`config.mk`:
```
export PLATFORM = sky130hd
export DESIGN_NAME = bus_write_sequencer
export DESIGN_NICKNAME = d
export VERILOG_FILES = /design/src/rtl/bus_write_sequencer.sv
export SDC_FILE = /design/constraint.sdc
export NUM_CORES = 1
export LEC_CHECK = 0
export CORE_AREA = 4 4 84 63
export CTS_BUF_LIST = sky130_fd_sc_hd__clkbuf_8
export CTS_CLUSTER_DIAMETER = 80
export CTS_CLUSTER_SIZE = 10
export DETAILED_ROUTE_END_ITERATION = 8
export DIE_AREA = 0 0 88 67
export PLACE_DENSITY_LB_ADDON = 0.12
export SETUP_SLACK_MARGIN = 0.3
export SYNTH_ARGS = -nofsm -noshare
export SYNTH_HDL_FRONTEND = slang
export SYNTH_SLANG_ARGS = --single-unit
```
`constraint.sdc`:
```
create_clock -name clk -period 7 [get_ports clk]
set_input_delay 1.4 -clock clk [delete_from_list [all_inputs] [get_ports clk]]
set_output_delay 1.4 -clock clk [all_outputs]
set_load 0.05 [all_outputs]
```
`src/rtl/bus_write_sequencer.sv`:
```
// Register-bus write initiator: queues (target, data) commands and plays each one out as setup + one-cycle active-low load strobe.
// Define BUS_HOLD_EN to add one bus-hold cycle after every strobe.
module bus_write_sequencer #(
  parameter int DATA_W     = 8,
  parameter int N_TARGETS  = 3,
  parameter int TGT_W      = 2,
  parameter int FIFO_DEPTH = 4,
  parameter int SETUP_CYC  = 1
) (
  input  logic                          clk,
  input  logic                          rst,
  input  logic                          cmd_valid,
  output logic                          cmd_ready,
  input  logic [TGT_W-1:0]              cmd_target,
  input  logic [DATA_W-1:0]             cmd_data,
  output logic [DATA_W-1:0]             bus,
  output logic                          bus_oe,
  output logic [N_TARGETS-1:0]          n_load,
  output logic                          busy,
  output logic [$clog2(FIFO_DEPTH):0]   fifo_count,
  output logic                          err_target,
  input  logic                          clear_err
);

  localparam int PTR_W = $clog2(FIFO_DEPTH);
  localparam int CNT_W = PTR_W + 1;
  localparam int SC_W  = (SETUP_CYC > 1) ? $clog2(SETUP_CYC) : 1;

  typedef enum logic [1:0] {
    IDLE   = 2'd0,
    SETUP  = 2'd1,
    STROBE = 2'd2
`ifdef BUS_HOLD_EN
    , HOLD = 2'd3
`endif
  } state_t;

  state_t                     state_q, state_d;
  logic [TGT_W+DATA_W-1:0]    mem [FIFO_DEPTH];
  logic [PTR_W-1:0]           wr_ptr_q, wr_ptr_d;
  logic [PTR_W-1:0]           rd_ptr_q, rd_ptr_d;
  logic [CNT_W-1:0]           count_q, count_d;
  logic [TGT_W-1:0]           cur_tgt_q, cur_tgt_d;
  logic [SC_W-1:0]            setup_cnt_q, setup_cnt_d;
  logic [DATA_W-1:0]          bus_q, bus_d;
  logic                       bus_oe_q, bus_oe_d;
  logic [N_TARGETS-1:0]       n_load_q, n_load_d;
  logic                       err_q, err_d;
  logic                       push, pop, leave;
  logic [TGT_W-1:0]           head_tgt;
  logic [DATA_W-1:0]          head_data;
  logic [N_TARGETS-1:0]       tgt_hit;

  // Ready looks only at the registered count, so a same-cycle pop never frees a slot.
  assign cmd_ready  = !rst && (count_q < CNT_W'(FIFO_DEPTH));
  assign push       = cmd_valid && cmd_ready;
  assign {head_tgt, head_data} = mem[rd_ptr_q];

  genvar gi;
  generate
    for (gi = 0; gi < N_TARGETS; gi++) begin : g_hit
      assign tgt_hit[gi] = (cur_tgt_q == TGT_W'(gi));
    end
  endgenerate

  always_comb begin
    state_d     = state_q;
    cur_tgt_d   = cur_tgt_q;
    setup_cnt_d = setup_cnt_q;
    bus_d       = bus_q;
    bus_oe_d    = bus_oe_q;
    n_load_d    = '1;
    err_d       = clear_err ? 1'b0 : err_q;
    pop         = 1'b0;
    leave       = 1'b0;
    case (state_q)
      IDLE: begin
        if (count_q != '0) pop = 1'b1;
      end
      SETUP: begin
        if (setup_cnt_q == SC_W'(SETUP_CYC - 1)) begin
          state_d  = STROBE;
          n_load_d = ~tgt_hit;  // out-of-range target matches no bit
        end else begin
          setup_cnt_d = setup_cnt_q + SC_W'(1);
        end
      end
      STROBE: begin
        if (tgt_hit == '0) err_d = 1'b1;
`ifdef BUS_HOLD_EN
        state_d = HOLD;
`else
        leave = 1'b1;
`endif
      end
`ifdef BUS_HOLD_EN
      HOLD: leave = 1'b1;
`endif
      default: state_d = IDLE;
    endcase
    if (leave) begin
      if (count_q != '0) begin
        pop = 1'b1;
      end else begin
        state_d  = IDLE;
        bus_d    = '0;
        bus_oe_d = 1'b0;
      end
    end
    if (pop) begin
      state_d     = SETUP;
      cur_tgt_d   = head_tgt;
      bus_d       = head_data;
      bus_oe_d    = 1'b1;
      setup_cnt_d = '0;
    end
  end

  always_comb begin
    wr_ptr_d = push ? wr_ptr_q + PTR_W'(1) : wr_ptr_q;
    rd_ptr_d = pop  ? rd_ptr_q + PTR_W'(1) : rd_ptr_q;
    count_d  = count_q;
    if (push && !pop) count_d = count_q + CNT_W'(1);
    if (pop && !push) count_d = count_q - CNT_W'(1);
  end

  always_ff @(posedge clk) begin
    if (push) mem[wr_ptr_q] <= {cmd_target, cmd_data};
  end

  always_ff @(posedge clk) begin
    if (rst) begin
      state_q     <= IDLE;
      wr_ptr_q    <= '0;
      rd_ptr_q    <= '0;
      count_q     <= '0;
      cur_tgt_q   <= '0;
      setup_cnt_q <= '0;
      bus_q       <= '0;
      bus_oe_q    <= 1'b0;
      n_load_q    <= '1;
      err_q       <= 1'b0;
    end else begin
      state_q     <= state_d;
      wr_ptr_q    <= wr_ptr_d;
      rd_ptr_q    <= rd_ptr_d;
      count_q     <= count_d;
      cur_tgt_q   <= cur_tgt_d;
      setup_cnt_q <= setup_cnt_d;
      bus_q       <= bus_d;
      bus_oe_q    <= bus_oe_d;
      n_load_q    <= n_load_d;
      err_q       <= err_d;
    end
  end

  assign bus        = bus_q;
  assign bus_oe     = bus_oe_q;
  assign n_load     = n_load_q;
  assign err_target = err_q;
  assign fifo_count = count_q;
  assign busy       = (state_q != IDLE) || (count_q != '0);

endmodule

```
==> ds_physical_params.txt, run 1 <==
Table: implementation figures

Parameter                              Value

Final timing
  Max transition margin .................. 33.31%
  Transition time at the pin with the least slew margin .................. 0.9972 ns
  Number of endpoints failing setup at the final stage .................. 0
  Final setup slack of the worst path .................. 2.186 ns
  Final Critical Period .................. 4.814 ns
  Achievable clock frequency .................. 207.7 MHz
  Final setup skew .................. 0.003779 ns
  Number of hold-slack violations in the final timing report .................. 0
  Worst hold slack across all endpoints .................. 0.4353 ns
  Post-route fraction of the period consumed by the critical path .................. 68.77%
  Number of slew-limit violations in the final report .................. 0
  RSZ-0062 raised after global routing .................. no
  Total negative setup slack .................. 0 ns

Cells and area
  Biggest area consumer among cell classes .................. sequential cells
  Ratio of cells with drive above 1 in the final layout .................. 13.94%
  Highest-count logic cell in the final layout .................. edfxtp_1
  Count of plain and timing-repair buffers .................. 31
  # diodes .................. 0
  Number of fillers in the final layout .................. 311
  Non-clock buffer share of cell area .................. 9.837%
  Count of inverters other than clock inverters in the layout .................. 11
  Clock buffers .................. 9
  Proportion of cell area spent on the clock network .................. 6.862%
  Count of multi-input gates .................. 84
  Top logic cells by instance count in the layout .................. edfxtp_1 (40), clkdlybuf4s50_1 (31), dfxtp_1 (26)
  Sequential standard cell area .................. 1722 µm²
  Area growth syn-to-layout .................. 21.49%
  Seq/total area .................. 54.58%
  Final Net Count .................. 227
  Area of combinational cells with multiple inputs .................. 793.3 µm²
  Share of cell area taken by multi-input logic gates .................. 25.15%

Clock tree
  CTS Root Buffer Type .................. clkbuf_8
  Clock insertion delay at the later pin of the skew report .................. 0.34 ns
  Buffer depth of the longest clock path .................. 2
  Clock tree from TritonCTS .................. done
  CTS buffer count .................. 9
  Cts repair resizes .................. 0
  Quantity of hold-fixing buffers added after cts .................. 0
  H-Tree Level Count .................. 3
  Clk sinks .................. 66
  Post-CTS setup buffers .................. 0
  Clk slew on worst S/H paths .................. 0.07 ns

Routing
  Number of routed nets with antenna violations .................. 0
  Vias per std cell .................. 5.468
  Wire length after detailed routing .................. 4546 µm
  DRT Pass-1 Iters .................. 4
  1st-iter DRT viols .................. 71
  Number of design rule violations left after detail routing .................. 0

Floorplanning
  Area enclosed by the die boundary .................. 5896 µm²
  Site Rows .................. 21
  Initial Utilization .................. 57.12%
  Core Region .................. 4546 µm²

Worst setup path
  Reg-to-reg slack, setup .................. 4.28 ns
  Reg2Reg Launch Point .................. state_q[0]$_SDFF_PP0_
  Count of cell instances traversed by the critical path .................. 3
  WP buf/inv .................. 2
  Cell with the biggest individual delay on the critical path .................. clkdlybuf4s50_1
  Maximum fanout along the worst path .................. 26
  FF-to-FF End .................. fifo_count[2]$_SDFFE_PP0P_
  Most frequent cell on the critical path .................. clkdlybuf4s50_1
  Category of the critical setup timing path .................. primary input to output port
  Critical path's top delay family .................. buffers and inverters
  Nature of the critical path startpoint .................. primary input
  Launch point of the critical path .................. rst
  Cells on worst reg2reg path .................. 10
  Critical path endpoint category .................. output port
  Data arrival time of the worst path .................. 3.41 ns
  Data required time at the worst endpoint .................. 5.60 ns
  Worst stage delay on the critical path .................. 0.92 ns
  Cell chain of the critical path .................. clkdlybuf4s50_1 > nor2_1 > clkdlybuf4s50_1
  Critical path endpoint .................. cmd_ready

Synthesis
  Share of async-settable or async-resettable flops after synthesis .................. 0%
  Mean instance size in the synthesized netlist .................. 15.45 µm²
  Area of the synthesized netlist per yosys stat .................. 2596 µm²
  Most used flip-flop cell after synthesis .................. edfxtp_1
  Net count after synthesis .................. 192
  Seq share, synth .................. 66.31%
  Synth Warn # .................. 0
  Flip-flop and latch count after synthesis .................. 66
  Synthesized cell area .................. 2596 µm²
  Number of flops mapped to enable cells by yosys .................. 40
  Number of instances in the synthesized netlist .................. 168
  Number of cell instances after yosys synthesis .................. 168
  Distinct lib cells .................. 32

Global route
  Initial antenna violation count .................. 0
  Aggregate global routing overflow .................. 0
  Total global routing track utilization .................. 17.27%
  Largest net degree at the start of global routing .................. 27
  Global-route wire length before repair .................. 7017 µm
  Vias in the first global route .................. 1415

Power
  Total power .................. 1.367 mW
  Total leakage power .................. 1.109 nW
  Total power divided by cell area .................. 433.2 nW/µm²
  Worst IR Drop VDD .................. 0.4043 mV

Hold path
  Source of the worst hold timing path .................. cur_tgt_q[1]$_SDFFE_PP0P_
  Worst Hold Class .................. register to register
  Hold Path Stages .................. 1
  Destination of the worst hold path .................. n_load[2]$_SDFF_PP1_

Place
  Routability-driven placement congestion ratio .................. 0.6620
  Setup slack at placement .................. 2.209 ns
  Total half-perimeter wirelength after legalization and detailed placement .................. 2982 µm

Flow run
  Tool Warnings .................. 32
  Count of maximum capacitance violations .................. 0

Outcome
  Run status .................. finished clean
## run 1: synthesized netlist by cell type (2+ instances only)
library cell  count  area [µm²]
a21oi_1           5       25.02
a22o_1            8       70.07
and2_1            4       25.02
buf_2             2       10.01
clkbuf_1          2       7.510
dfxtp_1          26       520.5
edfxtp_1         40        1201
ha_1              9       112.6
inv_1            11       41.29
mux2i_1           2       20.02
mux4_2           10       225.2
nand2_1           3       11.26
nand2b_1          3       18.77
nor2_1           12       45.04
nor3b_1           8       60.06
o21ai_0           2       10.01
or3_1             4       25.02
xnor2_1           2       17.52
xor2_1            2       17.52
## run 1: routing by layer
| metal | routed length (µm) | up-vias | share of wire [%] | GRT usage [%] |
|---|---|---|---|---|
| li1 | - | 684 | - | - |
| met1 | 1911 | 715 | 42 | 19.45 |
| met2 | 2286 | 43 | 50 | 28.48 |
| met3 | 289 | 7 | 6.4 | 8.776 |
| met4 | 58 | 0 | 1.3 | 5.747 |
| met5 | 0 | - | 0 | 0 |
## run 1: sequential cells by signal (all words and copies together), names as in the netlist, 2 cells and up, named ones only
signal	flops
bus	8
mem	40
rd_ptr_q	2
fifo_count	3
wr_ptr_q	2
n_load	3
state_q	2
cur_tgt_q	2
## run 1: kinds of logic after synthesis
family	Yosys count	share of synthesized area, %
DFF	66	66.31
buffers and inverters	18	3.133
muxes	12	9.446
xor gates and xnor gates	4	1.350
AOI/OAI and AO/OA	19	6.073
adders and majority gates	10	5.109
and+or+nand+nor	39	8.578
## run 1: where the power goes
part           switching (mW)  internal (mW)
Sequential             0.0619          0.475
Combinational           0.286          0.202
Clock                   0.143          0.200
## run 1: through the flow
step                cells  utilization (%)  instance area (µm²)
finish                265            69.39                 3154
global route          265            69.39                 3154
CTS                   265            69.39                 3154
detailed placement    249            64.63                 2938
global placement      249            64.63                 2938
floorplan             168                -                 2596
**Run 1: cell outlines without signal wires**

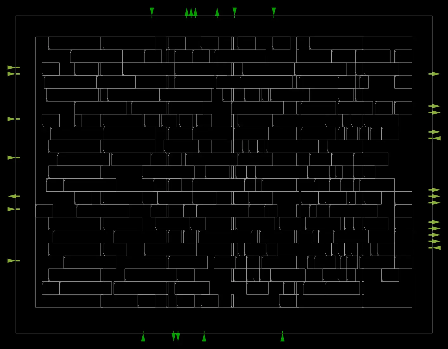
number of well taps: 57
flop count: 66

**Run 1: metal layers overlaid**

The bar under the picture is 20 µm long.
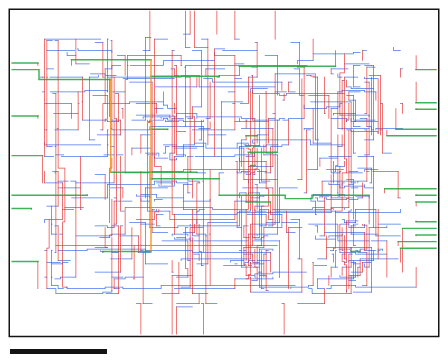
legend:
  green:
    layer: met3
    wire_length: 290 µm
  orange:
    layer: met4
    wire_length: 58.5 µm
  red:
    layer: met2
    wire_length: 2290 µm
  blue:
    layer: met1
    wire_length: 1910 µm
average detailed-routed wire length per instance: 17.15 µm
via total after detailed routing: 1449

**Run 1: wires at chosen ports, followed through buffers**

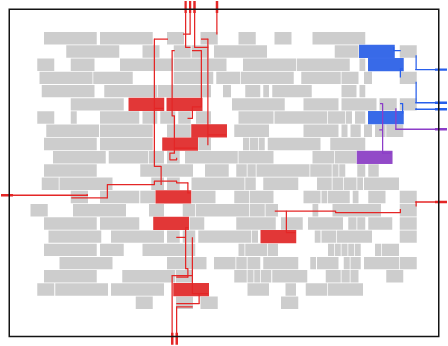
legend:
  red:
    port: `bus`
    bits: 8
    direction: output
    end_cells: 8
    buffers: 8
    wire: 287 µm
  blue:
    port: `n_load`
    bits: 3
    direction: output
    end_cells: 3
    buffers: 3
    wire: 26.4 µm
  purple:
    port: `err_target`
    bits: 1
    direction: output
    end_cells: 1
    buffers: 1
    wire: 25.6 µm
count of input and output buffers: 31
boundary pin count: 32

**Run 1: pin placement**

Pins as bars across the die edge, other pins in grey.
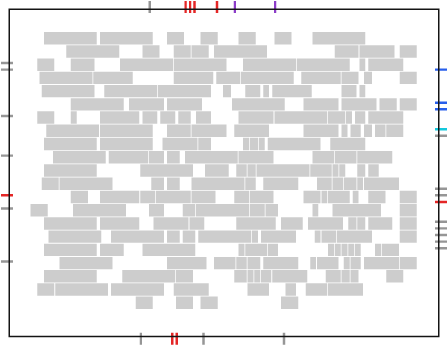
legend:
  purple:
    port: `cmd_target`
    pins: 2
    direction: input
    edge: top
  blue:
    port: `n_load`
    pins: 3
    direction: output
    edge: right
  red:
    port: `bus`
    pins: 8
    direction: output
    edge: 4 top, 2 bottom, 1 right, 1 left
  cyan:
    port: `err_target`
    pins: 1
    direction: output
    edge: right
all pins by edge: 13 right, 7 left, 7 top, 5 bottom
die span in x: 88 µm
die boundary height: 67 µm

==> run 2, diff against run 1 <==
--- a/config.mk
+++ b/config.mk
@@ -5,12 +5,12 @@
 export SDC_FILE = /design/constraint.sdc
 export NUM_CORES = 1
 export LEC_CHECK = 0
-export CORE_AREA = 4 4 84 63
+export CORE_AREA = 4 4 86 64
 export CTS_BUF_LIST = sky130_fd_sc_hd__clkbuf_8
 export CTS_CLUSTER_DIAMETER = 80
 export CTS_CLUSTER_SIZE = 10
 export DETAILED_ROUTE_END_ITERATION = 8
-export DIE_AREA = 0 0 88 67
+export DIE_AREA = 0 0 90 68
 export PLACE_DENSITY_LB_ADDON = 0.12
 export SETUP_SLACK_MARGIN = 0.3
 export SYNTH_ARGS = -nofsm -noshare
==> constraint.sdc (replaced) <==
create_clock -name clk -period 4.9 [get_ports clk]
set_input_delay 0.98 -clock clk [delete_from_list [all_inputs] [get_ports clk]]
set_output_delay 0.98 -clock clk [all_outputs]
set_load 0.05 [all_outputs]
**Run 2: clock network drawn from the DEF**

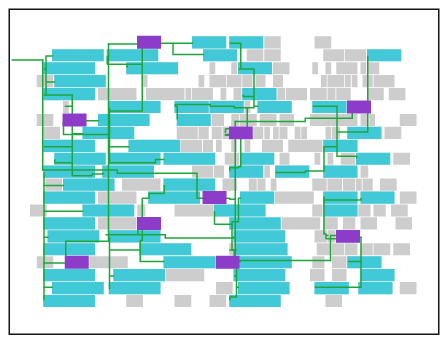
legend:
  purple:
    item: cells driving clock nets
    count: 9
  cyan:
    item: flip-flops
    count: 66
  green:
    item: clock wires
    length: 712 µm
flops lie: widely spread
routed clock nets: 10
clock insertion delay at the later pin of the skew report: 0.34 ns
clock group power: 0.356 mW
final setup skew: 0.005819 ns
clock network power share: 19.5%

**Run 2: metal layers overlaid**

The bar under the picture is 20 µm long.
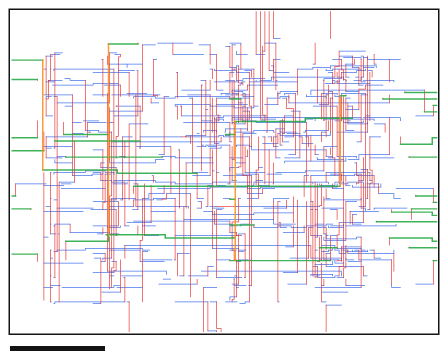
legend:
  green:
    layer: met3
    wire_length: 350 µm
  orange:
    layer: met4
    wire_length: 112 µm
  blue:
    layer: met1
    wire_length: 1980 µm
  red:
    layer: met2
    wire_length: 2100 µm
via total after detailed routing: 1451
average detailed-routed wire length per instance: 17.05 µm
total global routing track utilization: 16.70%

**Run 2: wires at chosen ports, followed through buffers**

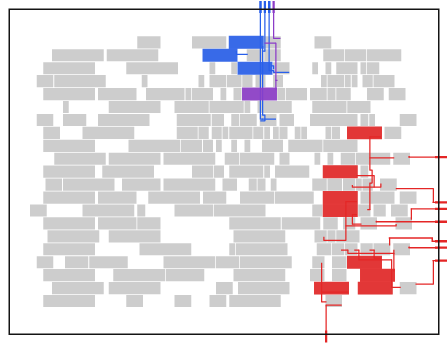
legend:
  purple:
    port: `err_target`
    bits: 1
    direction: output
    end_cells: 1
    buffers: 1
    wire: 19.2 µm
  red:
    port: `bus`
    bits: 8
    direction: output
    end_cells: 8
    buffers: 8
    wire: 195 µm
  blue:
    port: `n_load`
    bits: 3
    direction: output
    end_cells: 3
    buffers: 3
    wire: 72.6 µm

==> run 2 against run 1 <==
Effect of this change: global-route usage down 0.58 points; setup slack got worse by 0.79 ns; die size increased by 3.8%; flip-flop count unchanged; final area shrank 1.7%; register-to-register slack worse by 2.1 ns; count of clock-buffer cells in the layout did not move; clock power is 4% higher; cell count rose by 0.38%; combinational power grew 45%; largest cell class unchanged.
==> ds_physical_params.txt, run 2 <==
Table: implementation figures

Parameter                              Value

Outcome
  Run status .................. finished clean

Place
  Total half-perimeter wirelength after legalization and detailed placement .................. 3099 µm
  Routability-driven placement congestion ratio .................. 0.7144
  Inst Count DP .................. 250
  Count of input and output buffers .................. 31

Floorplanning
  Die span in x .................. 90 µm
  Site Rows .................. 21
  Boundary pin count .................. 32
  Area enclosed by the die boundary .................. 6120 µm²
  Core Region .................. 4651 µm²

Cells and area
  # diodes .................. 0
  Final Net Count .................. 228
  Final Non-Filler Cells .................. 266
  Area growth syn-to-layout .................. 19.37%
  Top reg by flops .................. mem

Power
  Portion of total power attributed to combinational logic .................. 38.8%
  Cell internal power dissipation .................. 1.141 mW
  Switch Pwr .................. 0.6836 mW
  Combinational power .................. 0.707 mW
  Worst IR Drop VDD .................. 0.2826 mV
  Switching power as a share of total power .................. 37.46%
  Total leakage power .................. 1.105 nW

Routing
  1st-iter DRT viols .................. 104
  Number of routed nets with antenna violations .................. 0
  DRT Pass-1 Iters .................. 4
  Vias per std cell .................. 5.455
  Number of design rule violations left after detail routing .................. 0
  Wire length after detailed routing .................. 4534 µm

Synthesis
  Flip-flop and latch count after synthesis .................. 66
  Main kind of combinational logic by area .................. multiplexers
  Number of cell instances after yosys synthesis .................. 168
  Share of the synthesized netlist area taken by xor and xnor gates .................. 1.349%
  Synth Warn # .................. 0
  Main area contributors .................. edfxtp_1 (46%), dfxtp_1 (20%), mux4_2 (8.7%), ha_1 (4.3%), a22o_1 (2.7%)
  AND/OR/NAND/NOR Cells, Area Fraction .................. 8.578%
  Top cell area share .................. 46.27%
  Number of instances in the synthesized netlist .................. 168
  Synthesized cell area .................. 2596 µm²
  Area of the synthesized netlist per yosys stat .................. 2596 µm²
  Most used flip-flop cell after synthesis .................. edfxtp_1
  Mean instance size in the synthesized netlist .................. 15.45 µm²
  Cell accounting for the most synthesized area .................. edfxtp_1
  Distinct lib cells .................. 32

Worst setup path
  Data arrival time of the worst path .................. 2.52 ns
  Count of cell instances traversed by the critical path .................. 4
  Cell chain of the critical path .................. clkdlybuf4s50_1 > buf_4 > nor2_1 > clkdlybuf4s50_1
  Most frequent cell on the critical path .................. clkdlybuf4s50_1
  Data required time at the worst endpoint .................. 3.92 ns
  WP buf/inv .................. 3
  Category of the critical setup timing path .................. primary input to output port
  Maximum fanout along the worst path .................. 26
  Reg2Reg Launch Point .................. state_q[0]$_SDFF_PP0_
  Critical path endpoint category .................. output port
  Worst stage delay on the critical path .................. 0.80 ns

Flow run
  Count of maximum capacitance violations .................. 0
  Tool Warnings .................. 32

Clock tree
  Clk sinks .................. 66
  Quantity of hold-fixing buffers added after cts .................. 0
  Clk slew on worst S/H paths .................. 0.06 ns
  Clock tree from TritonCTS .................. done
  CTS Root Buffer Type .................. clkbuf_8

Final timing
  Max transition margin .................. 52.57%
  Number of slew-limit violations in the final report .................. 0
  Post-route fraction of the period consumed by the critical path .................. 71.43%
  Number of hold-slack violations in the final timing report .................. 0
  Total negative setup slack .................. 0 ns
  Transition time at the pin with the least slew margin .................. 0.7115 ns
  Achievable clock frequency .................. 285.7 MHz
  Number of endpoints failing setup at the final stage .................. 0

Global route
  Largest net degree at the start of global routing .................. 27
  Vias in the first global route .................. 1436
  Aggregate global routing overflow .................. 0
  Initial antenna violation count .................. 0
  Global-route wire length before repair .................. 7293 µm

Hold path
  Worst Hold Class .................. register to register
  Destination of the worst hold path .................. n_load[2]$_SDFF_PP1_
  Source of the worst hold timing path .................. cur_tgt_q[1]$_SDFFE_PP0P_
## run 2: cell types whose count changed in the layout (fill, tap and decap cells not counted), sizes merged
| cell | delta |
|---|---|
| clkinv | +2 |
| clkinvlp | -2 |
| buf | +1 |
| bufinv | -2 |
| inv | +2 |
## run 2: worst reg2reg max path, stage by stage (launching register included)
cell and delay [ns]:
dfxtp_1 0.33, inv_1 0.10, ha_1 0.51, o32ai_4 0.34
inv_1 0.13, ha_1 0.19, inv_1 0.06, fa_1 0.37
xor2_1 0.16, or3_1 0.32, a21oi_1 0.14
## run 2: logic make-up (layout without fill, tap and decap cells)
group / Yosys count / after routing
flip-flops: 66 / 66
AND/OR/NAND/NOR: 39 / 39
AND-OR/OR-AND: 19 / 19
buffers and inverters: 18 / 59
multiplexers: 12 / 12
adder cells (fa/ha/maj): 10 / 10
XOR/XNOR: 4 / 4
## run 2: area by class of cell
class | count | area, µm²
flip-flops and latches | 66 | 1722
multi-input cells | 84 | 793.3
well taps | 57 | 71.32
inverters | 11 | 41.29
clock buffers | 9 | 123.9
repair buffers | 32 | 317.8
fillers | 330 | 1551
clock inverters | 7 | 30.03
## run 2: how the worst max path moves through the flow
stage	start	end	slack, ns
2_1_floorplan	rst	cmd_ready	1.77
3_3_place_gp	rst	cmd_ready	1.40
3_5_place_dp	rst	cmd_ready	1.40
4_1_cts	rst	cmd_ready	1.39
5_1_grt	rst	cmd_ready	1.32
6_report	rst	cmd_ready	1.40
## run 2: per-layer routing
layer | part of all wire (%) | wire [µm] | up-vias | GRT usage [%]
li1 | - | - | 694 | -
met1 | 44 | 1978 | 702 | 18.92
met2 | 46 | 2095 | 43 | 27.26
met3 | 7.7 | 349 | 12 | 7.692
met4 | 2.4 | 111 | 0 | 8.588
met5 | 0 | 0 | - | 0
==> run 3, diff against run 2 <==
--- a/config.mk
+++ b/config.mk
@@ -5,12 +5,12 @@
 export SDC_FILE = /design/constraint.sdc
 export NUM_CORES = 1
 export LEC_CHECK = 0
-export CORE_AREA = 4 4 86 64
+export CORE_AREA = 4 4 91 67
 export CTS_BUF_LIST = sky130_fd_sc_hd__clkbuf_8
 export CTS_CLUSTER_DIAMETER = 80
 export CTS_CLUSTER_SIZE = 10
 export DETAILED_ROUTE_END_ITERATION = 8
-export DIE_AREA = 0 0 90 68
+export DIE_AREA = 0 0 95 71
 export PLACE_DENSITY_LB_ADDON = 0.12
 export SETUP_SLACK_MARGIN = 0.3
 export SYNTH_ARGS = -nofsm -noshare
==> constraint.sdc (replaced) <==
create_clock -name clk -period 2.95 [get_ports clk]
set_input_delay 0.59 -clock clk [delete_from_list [all_inputs] [get_ports clk]]
set_output_delay 0.59 -clock clk [all_outputs]
set_load 0.05 [all_outputs]
==> run 3 against run 2 <==
Effect of this change: final area is 4.8% higher; total power up 88%; worst hold slack improved by 0.018 ns; synthesized area is the same; clock skew up 0.0045 ns; combinational power rose by 68%; flip-flop count stayed put; critical endpoint is now busy; largest power group unchanged; highest routed layer unchanged.
==> ds_physical_params.txt, run 3 <==
Table: implementation figures

Parameter                              Value

Outcome
  Run status .................. finished clean

Clock tree
  Clock tree from TritonCTS .................. done
  Post-CTS setup buffers .................. 0
  Clk slew on worst S/H paths .................. 0.07 ns
  H-Tree Level Count .................. 3
  CTS buffer count .................. 9
  Clock insertion delay at the later pin of the skew report .................. 0.35 ns
  Quantity of hold-fixing buffers added after cts .................. 0
  CTS Root Buffer Type .................. clkbuf_8
  Buffer depth of the longest clock path .................. 2
  Clk sinks .................. 66
  Cts repair resizes .................. 0

Hold path
  Hold Path Stages .................. 1
  Worst Hold Class .................. register to register

Synthesis
  Main area contributors .................. edfxtp_1 (46%), dfxtp_1 (20%), mux4_2 (8.7%), ha_1 (4.3%), a22o_1 (2.7%)
  Flip-flop and latch count after synthesis .................. 66
  Share of async-settable or async-resettable flops after synthesis .................. 0%
  Net count after synthesis .................. 192
  Synthesized cell area .................. 2596 µm²
  Synth Warn # .................. 0
  Number of flops mapped to enable cells by yosys .................. 40
  Cell accounting for the most synthesized area .................. edfxtp_1
  Synth cell count leaders .................. edfxtp_1 (40), dfxtp_1 (26), nor2_1 (12)
  Most numerous cell in the Yosys netlist .................. edfxtp_1
  Mean instance size in the synthesized netlist .................. 15.45 µm²
  Seq share, synth .................. 66.31%
  Mux share of post-synthesis cell area .................. 9.446%
  AND/OR/NAND/NOR Cells, Area Fraction .................. 8.578%
  Area fraction in compound gates .................. 6.072%
  Most used flip-flop cell after synthesis .................. edfxtp_1
  Area of the synthesized netlist per yosys stat .................. 2596 µm²
  Number of instances in the synthesized netlist .................. 168
  Top cell area share .................. 46.27%
  Number of cell instances after yosys synthesis .................. 168
  Arithmetic-cell share of the synthesized area counting full adders, half adders and majority gates .................. 5.108%
  Main kind of combinational logic by area .................. multiplexers
  Distinct lib cells .................. 32
  Share of the synthesized netlist area taken by xor and xnor gates .................. 1.349%

Flow run
  Count of maximum capacitance violations .................. 0
  Tool Warnings .................. 32

Routing
  Met3 wire len .................. 340 µm
  DRT Pass-1 Iters .................. 4
  Number of routed nets with antenna violations .................. 0
  Met2 WL post-DR .................. 2225 µm
  Number of design rule violations left after detail routing .................. 0
  Vias per std cell .................. 5.202
  Wire length after detailed routing .................. 4648 µm
  1st-iter DRT viols .................. 83
  Wire length on met1 .................. 2013 µm
  Highest metal layer with signal wires .................. met4

Worst setup path
  Data arrival time of the worst path .................. 1.98 ns
  Reg-to-reg slack, setup .................. 0.49 ns
  FF-to-FF End .................. fifo_count[2]$_SDFFE_PP0P_
  Critical path endpoint .................. busy
  Reg2Reg Launch Point .................. state_q[0]$_SDFF_PP0_
  Cells on worst reg2reg path .................. 10
  Launch point of the critical path .................. state_q[0]$_SDFF_PP0_
  Nature of the critical path startpoint .................. register
  Data required time at the worst endpoint .................. 2.36 ns
  Category of the critical setup timing path .................. register to output port
  Critical path endpoint category .................. output port
  Maximum fanout along the worst path .................. 4

Floorplanning
  Die span in x .................. 95 µm
  Initial Utilization .................. 50.17%
  Boundary pin count .................. 32
  Area enclosed by the die boundary .................. 6745 µm²
  Die boundary height .................. 71 µm
  Core Region .................. 5175 µm²

Cells and area
  Top logic cells by instance count in the layout .................. edfxtp_1 (40), clkdlybuf4s50_1 (30), dfxtp_1 (26)
  Final Net Count .................. 229
  Final standard cell area without fillers .................. 3248 µm²
  Area growth syn-to-layout .................. 25.11%
  Number of flip-flops under the largest register name .................. 40
  Top reg by flops .................. mem
  Ratio of cells with drive above 1 in the final layout .................. 15.71%
  Highest-count logic cell in the final layout .................. edfxtp_1
  # diodes .................. 0

Final timing
  Total negative setup slack .................. 0 ns
  Number of endpoints failing setup at the final stage .................. 0
  Final Critical Period .................. 2.568 ns
  RSZ-0062 raised after global routing .................. no
  Worst hold slack across all endpoints .................. 0.4489 ns
  Max transition margin .................. 54.39%
  Post-route fraction of the period consumed by the critical path .................. 87.07%
  Achievable clock frequency .................. 389.3 MHz
  Transition time at the pin with the least slew margin .................. 0.6842 ns
  Number of hold-slack violations in the final timing report .................. 0
  Number of slew-limit violations in the final report .................. 0
  Final setup skew .................. 0.01036 ns
  Final setup slack of the worst path .................. 0.3815 ns

Global route
  Global-route wire length before repair .................. 6996 µm
  Met2 GRT Util .................. 22.97%
  Largest net degree at the start of global routing .................. 26
  Aggregate global routing overflow .................. 0
  Initial antenna violation count .................. 0
  GR Layer Usage met1 .................. 18.31%
  Met3 GRT Util .................. 6.908%
  Most crowded layer after global routing .................. met2
  Vias in the first global route .................. 1358

Power
  Worst IR Drop VDD .................. 0.3795 mV
  Total power divided by cell area .................. 1059 nW/µm²
  Total leakage power .................. 1.147 nW

Place
  Routability-driven placement congestion ratio .................. 0.6809
  Cell area reported after detailed placement .................. 2982 µm²
  Count of input and output buffers .................. 31
  Setup slack at placement .................. 0.3428 ns
  Total half-perimeter wirelength after legalization and detailed placement .................. 3209 µm
[run 3: per-stage QoR]
step / power, mW / utilization (%) / std cells
3_5_place_dp: 2.469 / 57.62 / 266
4_1_cts: 3.462 / 62.72 / 282
6_report: 3.439 / 62.77 / 282
3_3_place_gp: 2.423 / 57.62 / 266
5_1_grt: 3.601 / 62.77 / 282
2_1_floorplan: 2.143 / - / 168
[run 3: worst min path at each step]
| stage | from | end | slack, ns |
|---|---|---|---|
| 2_1_floorplan | cur_tgt_q[1]$_SDFFE_PP0P_ | n_load[2]$_SDFF_PP1_ | 0.39 |
| 3_3_place_gp | cur_tgt_q[1]$_SDFFE_PP0P_ | n_load[2]$_SDFF_PP1_ | 0.42 |
| 3_5_place_dp | cur_tgt_q[1]$_SDFFE_PP0P_ | n_load[2]$_SDFF_PP1_ | 0.42 |
| 4_1_cts | cur_tgt_q[1]$_SDFFE_PP0P_ | n_load[2]$_SDFF_PP1_ | 0.45 |
| 5_1_grt | cur_tgt_q[1]$_SDFFE_PP0P_ | n_load[2]$_SDFF_PP1_ | 0.46 |
| 6_report | cur_tgt_q[1]$_SDFFE_PP0P_ | n_load[2]$_SDFF_PP1_ | 0.45 |
[run 3: area by class of cell]
class / instances / area (µm²)
multi-input combinational: 84 / 795.8
timing repair buffer: 33 / 335.3
clock inverter: 7 / 140.1
tap: 72 / 90.09
clock buffer: 9 / 123.9
sequential: 66 / 1722
inverter: 11 / 41.29
fill: 405 / 1927
[run 3: report_power, final]
part | switching [mW] | internal (mW)
Clock | 0.337 | 0.646
Sequential | 0.144 | 1.13
Combinational | 0.695 | 0.491
Total | 1.18 | 2.26
[run 3: critical path, stage by stage (launching register included)]
cell and delay, ns:
dfxtp_1 0.37, inv_1 0.10, ha_1 0.28, nand2_1 0.10, clkdlybuf4s50_1 0.80
**Run 3: metal layers overlaid**

The bar under the picture is 20 µm long.
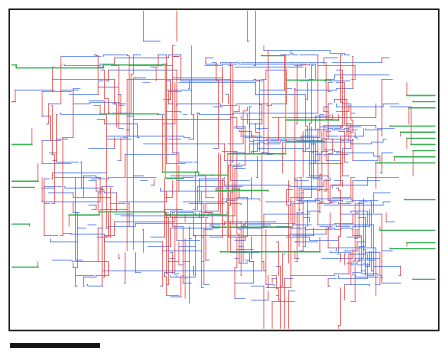
legend:
  orange:
    layer: met4
    wire_length: 68.7 µm
  red:
    layer: met2
    wire_length: 2230 µm
  blue:
    layer: met1
    wire_length: 2010 µm
  green:
    layer: met3
    wire_length: 341 µm
via total after detailed routing: 1467
total global routing track utilization: 14.91%
average detailed-routed wire length per instance: 16.48 µm

**Run 3: cell outlines without signal wires**

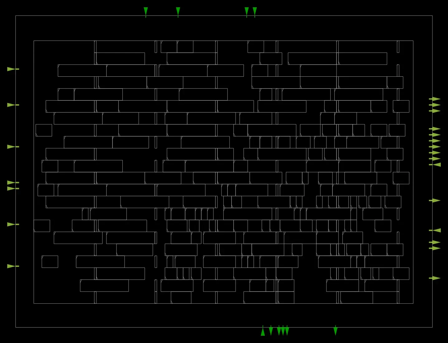
Seq/total area: 53.00%
Site Rows: 22
number of fillers in the final layout: 405

**Run 3: wires at chosen ports, followed through buffers**

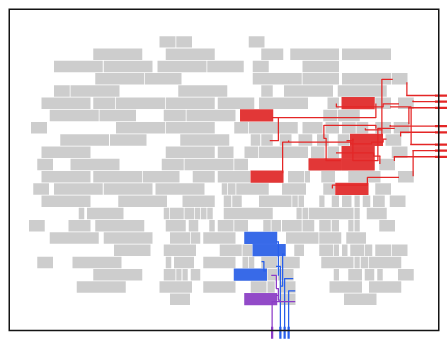
legend:
  red:
    port: `bus`
    bits: 8
    direction: output
    end_cells: 8
    buffers: 8
    wire: 255 µm
  blue:
    port: `n_load`
    bits: 3
    direction: output
    end_cells: 3
    buffers: 3
    wire: 56.2 µm
  purple:
    port: `err_target`
    bits: 1
    direction: output
    end_cells: 1
    buffers: 1
    wire: 18.9 µm

Power and IR drop assume default switching activity.
